File: src/rtl/bitwise_unit_arbiter.sv
// Round-robin arbiter sharing one bitwise logic unit (AND/OR/XOR/NAND) among NREQ requesters.
// Latency: accept at edge N, result valid after edge N; one accept per cycle while resp_ready is high.
// Backpressure: no grant while a result is held with resp_ready low; resp_ready feeds req_ready combinationally.
module bitwise_unit_arbiter #(
  parameter int NREQ  = 4,
  parameter int WIDTH = 16
) (
  input  logic                  clk,
  input  logic                  reset_n,
  input  logic [NREQ-1:0]       req_valid,
  input  logic [2*NREQ-1:0]     req_op,
  input  logic [WIDTH*NREQ-1:0] req_a,
  input  logic [WIDTH*NREQ-1:0] req_b,
  output logic [NREQ-1:0]       req_ready,
  output logic                  resp_valid,
  output logic [WIDTH-1:0]      resp_data,
  output logic [1:0]            resp_id,
  input  logic                  resp_ready
);

  typedef enum logic [1:0] {
    OP_AND  = 2'b00,
    OP_OR   = 2'b01,
    OP_XOR  = 2'b10,
    OP_NAND = 2'b11
  } op_e;

  logic [1:0]       r_ptr;
  logic             r_resp_valid;
  logic [WIDTH-1:0] r_resp_data;
  logic [1:0]       r_resp_id;

  logic             w_free;
  logic             w_found;
  logic [1:0]       w_idx;
  logic [1:0]       w_gnt_idx;
  logic [1:0]       w_op;
  logic [WIDTH-1:0] w_a;
  logic [WIDTH-1:0] w_b;
  logic [WIDTH-1:0] w_result;

  // Slot is free when empty or being drained this cycle; grants are suppressed during reset.
  assign w_free = (!r_resp_valid || resp_ready) && reset_n;

  // Round-robin search starting at r_ptr, wrapping modulo NREQ; idle requesters are skipped.
  always_comb begin
    w_found   = 1'b0;
    w_gnt_idx = 2'd0;
    w_idx     = 2'd0;
    req_ready = '0;
    for (int k = 0; k < NREQ; k++) begin
      w_idx = 2'((int'(r_ptr) + k) % NREQ);
      if (!w_found && w_free && req_valid[w_idx]) begin
        w_found   = 1'b1;
        w_gnt_idx = w_idx;
      end
    end
    if (w_found) begin
      req_ready[w_gnt_idx] = 1'b1;
    end
  end

  // Shared bitwise unit, fed from the granted requester's slices.
  always_comb begin
    w_op     = req_op[2*w_gnt_idx +: 2];
    w_a      = req_a[WIDTH*w_gnt_idx +: WIDTH];
    w_b      = req_b[WIDTH*w_gnt_idx +: WIDTH];
    w_result = '0;
    case (op_e'(w_op))
      OP_AND:  w_result = w_a & w_b;
      OP_OR:   w_result = w_a | w_b;
      OP_XOR:  w_result = w_a ^ w_b;
      OP_NAND: w_result = ~(w_a & w_b);
      default: w_result = '0;
    endcase
  end

  // Result register and pointer: an accept overwrites (even while draining), a bare drain clears valid.
  always_ff @(posedge clk or negedge reset_n) begin
    if (!reset_n) begin
      r_ptr        <= 2'd0;
      r_resp_valid <= 1'b0;
      r_resp_data  <= '0;
      r_resp_id    <= 2'd0;
    end else if (w_found) begin
      r_ptr        <= 2'((int'(w_gnt_idx) + 1) % NREQ);
      r_resp_valid <= 1'b1;
      r_resp_data  <= w_result;
      r_resp_id    <= w_gnt_idx;
    end else if (r_resp_valid && resp_ready) begin
      r_resp_valid <= 1'b0;
    end
  end

  assign resp_valid = r_resp_valid;
  assign resp_data  = r_resp_data;
  assign resp_id    = r_resp_id;

endmodule

File: config.mk
export PLATFORM = sky130hd
export DESIGN_NAME = bitwise_unit_arbiter
export DESIGN_NICKNAME = d
export VERILOG_FILES = /design/src/rtl/bitwise_unit_arbiter.sv
export SDC_FILE = /design/constraint.sdc
export NUM_CORES = 1
export LEC_CHECK = 0
export ABC_CLOCK_PERIOD_IN_PS = 2700
export CORE_MARGIN = 8
export CORE_UTILIZATION = 38
export CTS_CLUSTER_SIZE = 8
export DETAILED_ROUTE_END_ITERATION = 7
export GPL_TIMING_DRIVEN = 0
export PLACE_DENSITY = 0.85
export SYNTH_ARGS = -nofsm -noshare
export SYNTH_HDL_FRONTEND = slang
export SYNTH_SLANG_ARGS = --single-unit
export TNS_END_PERCENT = 5
File: constraint.sdc
create_clock -name clk -period 2.7 [get_ports clk]
set_clock_uncertainty 0.15 [all_clocks]
set_input_delay 0.405 -clock clk [delete_from_list [all_inputs] [get_ports clk]]
set_output_delay 0.405 -clock clk [all_outputs]
set_load 0.01 [all_outputs]
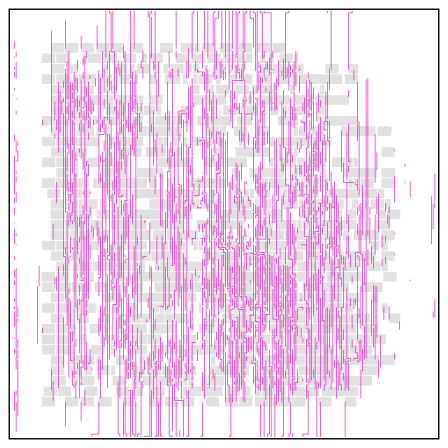
**Above:** run 1 (metal 2).
The longest straight run is 72.8 um. 779 nets have wire on it. The layer carries 8310 um of wire. The wires run mostly vertical. The layer holds 48% of the routed length.

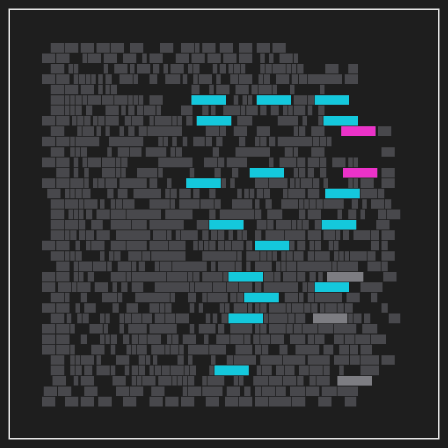
**Above:** run 1 (sequential cells coloured by netlist name).
Other sequential cells in the stronger grey, the rest of the logic in the fainter grey.
`resp_data`: shown in cyan, placed flops 16. `resp_id`: shown in magenta, placed flops 2.

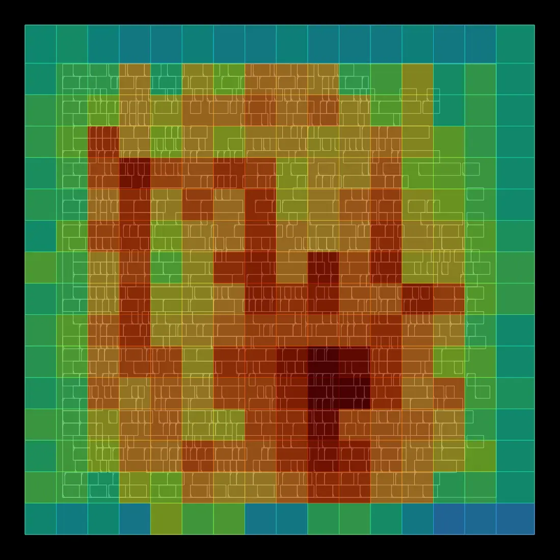
**Above:** run 1 (routing congestion map).
gr usage total: 24.7%
gr busiest metal: met2
grt met1 use: 28.2%

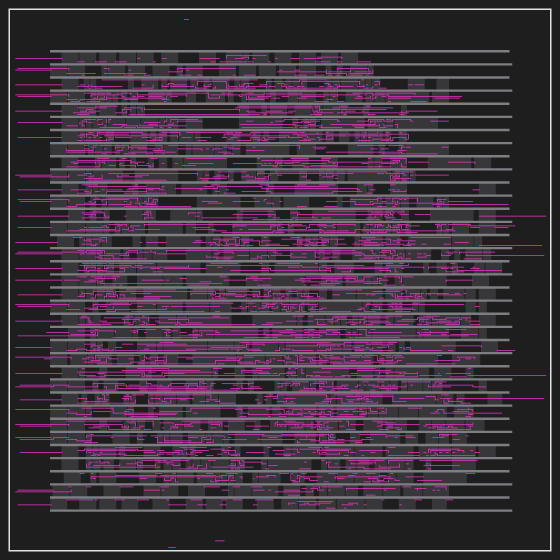
**Above:** run 1 (metal 1).
Supply wires on this layer in grey.
The wires run mostly horizontal. 833 nets have wire on it. The layer holds 38% of the routed length.

==> run 1: cell type report <==
class	instances	area [um^2]	share of cell area (%)
inverters	61	254	4.07
multi-input cells	447	2970	47.5
flip-flops and latches	21	527	8.43
well taps	111	139	2.22
clock buffers	3	41.3	0.661
clock inverters	1	5.00	0.0801
plain buffers	35	452	7.23
repair buffers	190	1860	29.8
==> run 1: kinds of logic after synthesis <==
| family | count (synthesis) |
|---|---|
| adders and majority gates | 36 |
| AOI/OAI and AO/OA | 93 |
| muxes | 1 |
| and+or+nand+nor | 317 |
| DFF | 21 |
| buffers and inverters | 98 |
==> run 1: worst max-delay path, stage by stage, from the launching register on <==
cell and delay [ns]:
dfrtp_2 0.46, nand2_1 0.09, a221o_1 0.14, and3_4 0.29, clkinv_8 0.09, buf_12 0.15
buf_12 0.15, nand2_1 0.07, nand3_1 0.10, nand2_2 0.13, inv_1 0.06, ha_1 0.21
nand2_1 0.10, a21oi_1 0.05, a311oi_1 0.28, a21oi_1 0.10
==> run 1: path summary, 6_finish.rpt <==
| kind | end | slack, ns | cells past startpoint |
|---|---|---|---|
| worst max-delay path | resp_data[9]$_DFFE_PN0N_ | -0.06 | 15 |
| worst min-delay path | resp_id[0]$_DFFE_PN0N_ | 0.33 | 2 |
| worst max register to register | resp_data[9]$_DFFE_PN0N_ | -0.06 | 15 |
| worst min register to register | resp_id[0]$_DFFE_PN0N_ | 0.33 | 2 |
| max in group asynchronous | r_ptr[1]$_DFFE_PN0N_ | 0.90 | 2 |
| min in group asynchronous | resp_data[2]$_DFFE_PN0N_ | 0.77 | 2 |
==> run 1: report_power, final <==
group,internal [mW],switching (mW),total (mW)
sequential,0.427,0.0787,0.506
clock,0.104,0.128,0.232
combinational,1.15,1.17,2.32
==> results.py, run 1 <==
# Auto-generated metrics
metrics = {
    "logic_synthesis": {
        "yosysMostFrequentCell": "nand2_1",
        "syn_avg_cell_area_um2": 6.18,
        "ys_sh_xor_pct": 0,
        "enable_flop_cells": 0,
        "ys_ff": 21,
        "compound_area_share_pct": 18.5,
        "yosys_cells": 566,
        "syn-cell-area_mm2": 0.00350,
        "synthArstFlopShare_pct": 100,
        "syn-instance-count": 566,
        "top_logic_kind": "simple AND/OR/NAND/NOR gates",
        "synthDistinctLibCells": 40,
        "synth_top_area_share_pct": 18.3,
        "ys_chip_area_mm2": 0.00350,
        "fp_nets": 745,
    },
    "power": {
        "ir_drop_uv": 210,
        "powerDensity_mw_per_mm2": 490,
        "p_leak_nw": 2.75,
    },
    "final_layout": {
        "final_core_util_pct": 68.9,
        "antenna_cells": 0,
        "final_nets": 938,
        "largest_reg_flops": 16,
        "layout_top_cell": "clkdlybuf4s50_1",
        "fin_area_mm2": 0.00625,
        "nFillCells": 764,
        "layout_top_cells": "clkdlybuf4s50_1 (155), nand2_1 (154), nand3_1 (75)",
        "finalNonFillerCells": 869,
        "area_delta_synth_final_pct": 78.7,
    },
    "flow_run": {
        "warnings": 48,
        "max-cap-violations": 0,
    },
    "route": {
        "drc": 0,
        "post_drt_wl_per_cell_um": 19.8,
        "wl_met2_um": 8310,
        "wl_met3_um": 2050,
        "ant_nets": 0,
        "routed_wl_um": 17200,
        "vias": 4977,
        "firstDrtPassIters": 7,
        "routed.top_layer": "met4",
    },
    "global_route": {
        "use_met2_pct": 43.7,
        "grt_pass1_wl_um": 25200,
        "grt_use_met3_pct": 7.31,
    },
    "placed_design": {
        "post-place-ws_ns": -1.90,
        "place_area_mm2": 0.00532,
        "port_buffers": 165,
        "dp_hpwl_um": 12200,
    },
    "setup_path": {
        "r2r-start": "r_ptr[1]$_DFFE_PN0N_",
        "setup.worst_path.class": "reg -> reg",
        "start_kind": "flop",
        "worstPathRequired_ns": 2.71,
        "path_max_fanout": 10,
    },
    "sta": {
        "fmax_mhz": 363,
        "slew_viol_final": 0,
        "tns_ns": -0.116,
        "rsz0062_at_grt": "true",
        "worst_hold_slack_ns": 0.335,
        "hold_violations": 0,
        "setup_viol": 3,
        "min_period_ns": 2.76,
        "setup_ws_ns": -0.0558,
    },
    "clocking": {
        "cts_sinks": 21,
        "cts.htree.levels": 1,
        "root_buffer": "clkbuf_8",
        "clock_latency_ns": 0.27,
        "cts_tree": "yes",
        "tritoncts.num_buffers": 3,
        "cts_setup_buffers": 10,
    },
    "floorplan": {
        "io_pins": 166,
        "chipArea_mm2": 0.0125,
        "core.rowCount": 35,
    },
    "outcome": {
        "status": "finished with violations",
        "violations": "setup timing",
    },
    "worst_hold_path": {
        "hold_path_class": "reg -> reg",
        "worstHoldStart": "resp_id[0]$_DFFE_PN0N_",
    },
}
## Run 2: what changed since run 1
- SETUP_SLACK_MARGIN: default -> 0.02
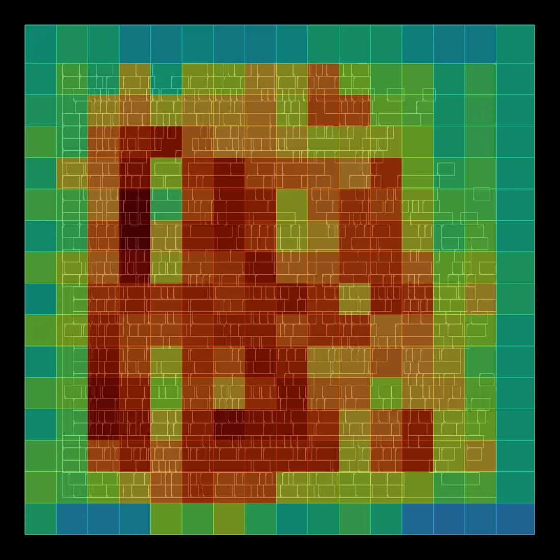
**Above:** run 2 (routing congestion map).
Util after Layout: 71.9%
grt met2 use: 48.3%
gr usage total: 27.4%
WL per Instance: 20.4 um
grt met1 use: 28.9%

==> run 2 against run 1 <==
  * Sequential share of layout area shrank 0.35 points
  * Cell count grew 0.58%
  * Non-clock buffer count grew 5
  * Combinational power grew 8%
  * Sequential cell count is the same
  * Critical path type unchanged
  * Via count grew 1.7%
  * Core utilization grew 3.0 points
  * The flow still finishes with violations (setup timing)
  * Largest power group unchanged
  * Critical endpoint is now resp_data[10]$_DFFE_PN0N_
==> results.py, run 2 <==
# Auto-generated metrics
metrics = {
    "logic_synthesis": {
        "syn-instance-count": 566,
        "synthArstFlopShare_pct": 100,
        "syn_avg_cell_area_um2": 6.18,
        "synthDistinctLibCells": 40,
        "ys_ff": 21,
        "synth_warnings": 0,
        "compound_area_share_pct": 18.5,
        "yosysMostFrequentCell": "nand2_1",
        "top_cells_by_area": "nand2_1 (18%), dfrtp_1 (15%), ha_1 (13%)",
        "ys_chip_area_mm2": 0.00350,
        "yosys_cells": 566,
        "enable_flop_cells": 0,
        "synth_top_area_share_pct": 18.3,
        "common_cells": "nand2_1 (170), nand3_1 (82), inv_1 (59)",
        "ys_sh_xor_pct": 0,
        "fp_nets": 745,
        "syn-cell-area_mm2": 0.00350,
        "top_logic_kind": "simple AND/OR/NAND/NOR gates",
    },
    "setup_path": {
        "worstPathCellList": "nand2_1 -> a221o_1 -> and3_4 -> buf_12 -> clkbuf_16 -> clkbuf_16 -> nand2_4 -> nand3_2 -> nand2_4 -> inv_1 -> ha_2 -> nand2_1 -> a21oi_1 -> a311oi_2 -> a21oi_1",
        "cp_top_family": "AND-OR/OR-AND gates",
        "path_buffers": 4,
        "cp_slowest_stage_delay_ns": 0.45,
        "slowest_stage": "dfrtp_2",
        "path_max_fanout": 6,
        "setup.worst_path.class": "reg -> reg",
        "start_kind": "flop",
        "worstPathRequired_ns": 2.70,
    },
    "flow_run": {
        "warnings": 48,
        "max-cap-violations": 0,
    },
    "final_layout": {
        "layout_top_cell": "clkdlybuf4s50_1",
        "finalNonFillerCells": 874,
        "layout_top_cells": "clkdlybuf4s50_1 (155), nand2_1 (138), nand3_1 (71)",
        "area_delta_synth_final_pct": 86.5,
        "fin_area_mm2": 0.00652,
        "largest_reg_flops": 16,
        "final_nets": 943,
        "antenna_cells": 0,
        "nFillCells": 660,
    },
    "route": {
        "ant_nets": 0,
        "routed_wl_um": 17900,
        "viasPerCell": 5.79,
        "vias": 5061,
        "wl_met2_um": 8450,
        "routed.top_layer": "met4",
        "firstDrtPassIters": 5,
        "drc": 0,
    },
    "clocking": {
        "cts_sinks": 21,
        "cts.htree.levels": 1,
        "tritoncts.num_buffers": 3,
        "cts_setup_buffers": 20,
        "clock_latency_ns": 0.26,
        "root_buffer": "clkbuf_8",
        "cts_tree": "yes",
    },
    "floorplan": {
        "chipArea_mm2": 0.0125,
        "core.rowCount": 35,
        "io_pins": 166,
        "die_h_um": 112,
    },
    "global_route": {
        "grt-busiest-layer": "met2",
        "grt_pass1_wl_um": 27800,
        "grt_use_met3_pct": 8.17,
    },
    "power": {
        "seq_power_share_pct": 15.8,
        "p_leak_nw": 2.85,
        "clkPwrFrac_pct": 7.1,
        "ir_drop_uv": 224,
        "power.switching_mw": 1.46,
        "p_comb_share_pct": 77.1,
        "swShare_pct": 45.2,
        "powerDensity_mw_per_mm2": 497,
        "internal_power_mw": 1.77,
    },
    "placed_design": {
        "port_buffers": 165,
        "post-place-ws_ns": -1.89,
        "place_area_mm2": 0.00534,
        "dp.cells": 842,
        "dp_hpwl_um": 11700,
    },
    "worst_hold_path": {
        "hold_path_class": "reg -> reg",
    },
    "sta": {
        "rsz0062_at_grt": "true",
        "hold_violations": 0,
        "setup_viol": 17,
        "worst_hold_slack_ns": 0.333,
        "fmax_mhz": 353,
        "min_period_ns": 2.84,
        "slew_viol_final": 0,
        "setup_ws_ns": -0.136,
        "tns_ns": -1.01,
    },
    "outcome": {
        "violations": "setup timing",
        "status": "finished with violations",
    },
}
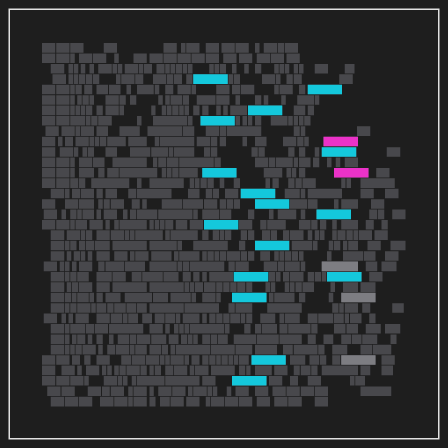
**Above:** run 2 (sequential cells coloured by netlist name).
Other sequential cells in the stronger grey, the rest of the logic in the fainter grey.
`resp_data`: shown in cyan, placed flops 16. `resp_id`: shown in magenta, placed flops 2.

==> run 2: power groups by stage <==
stage / Combinational (mW) / Sequential, mW / Clock [mW]
5_1_grt: 2.66 / 0.527 / 0.241
3_3_place_gp: 1.75 / 0.509 / 0
3_5_place_dp: 1.79 / 0.513 / 0
6_report: 2.50 / 0.512 / 0.230
4_1_cts: 2.32 / 0.506 / 0.222
2_1_floorplan: 0.997 / 0.544 / 0
==> run 2: area by class of cell <==
cell class	count	area [um^2]	area share, %
multi-input cells	447	3170	48.6
repair buffers	195	2000	30.7
flip-flops and latches	21	527	8.08
plain buffers	35	394	6.05
inverters	61	244	3.74
well taps	111	139	2.13
clock buffers	3	41.3	0.633
clock inverters	1	5.00	0.0768
==> run 2: worst paths after layout <==
kind / start / end / slack [ns] / cells past startpoint
hold reg to reg: resp_id[1]$_DFFE_PN0N_ / resp_id[1]$_DFFE_PN0N_ / 0.33 / 2
hold / removal: resp_id[1]$_DFFE_PN0N_ / resp_id[1]$_DFFE_PN0N_ / 0.33 / 2
setup reg to reg: r_ptr[1]$_DFFE_PN0N_ / resp_data[10]$_DFFE_PN0N_ / -0.14 / 15
min in group asynchronous: reset_n / resp_data[2]$_DFFE_PN0N_ / 0.78 / 2
setup / recovery: r_ptr[1]$_DFFE_PN0N_ / resp_data[10]$_DFFE_PN0N_ / -0.14 / 15
max in group asynchronous: reset_n / r_ptr[1]$_DFFE_PN0N_ / 0.88 / 2
==> run 2: kinds of logic after synthesis <==
kind of cell             after synthesis
AND/OR/NAND/NOR                      317
buffers and inverters                 98
flip-flops                            21
AND-OR/OR-AND                         93
adder cells (fa/ha/maj)               36
multiplexers                           1
Power figures rest on the tool's default switching activity, not on a simulated workload.
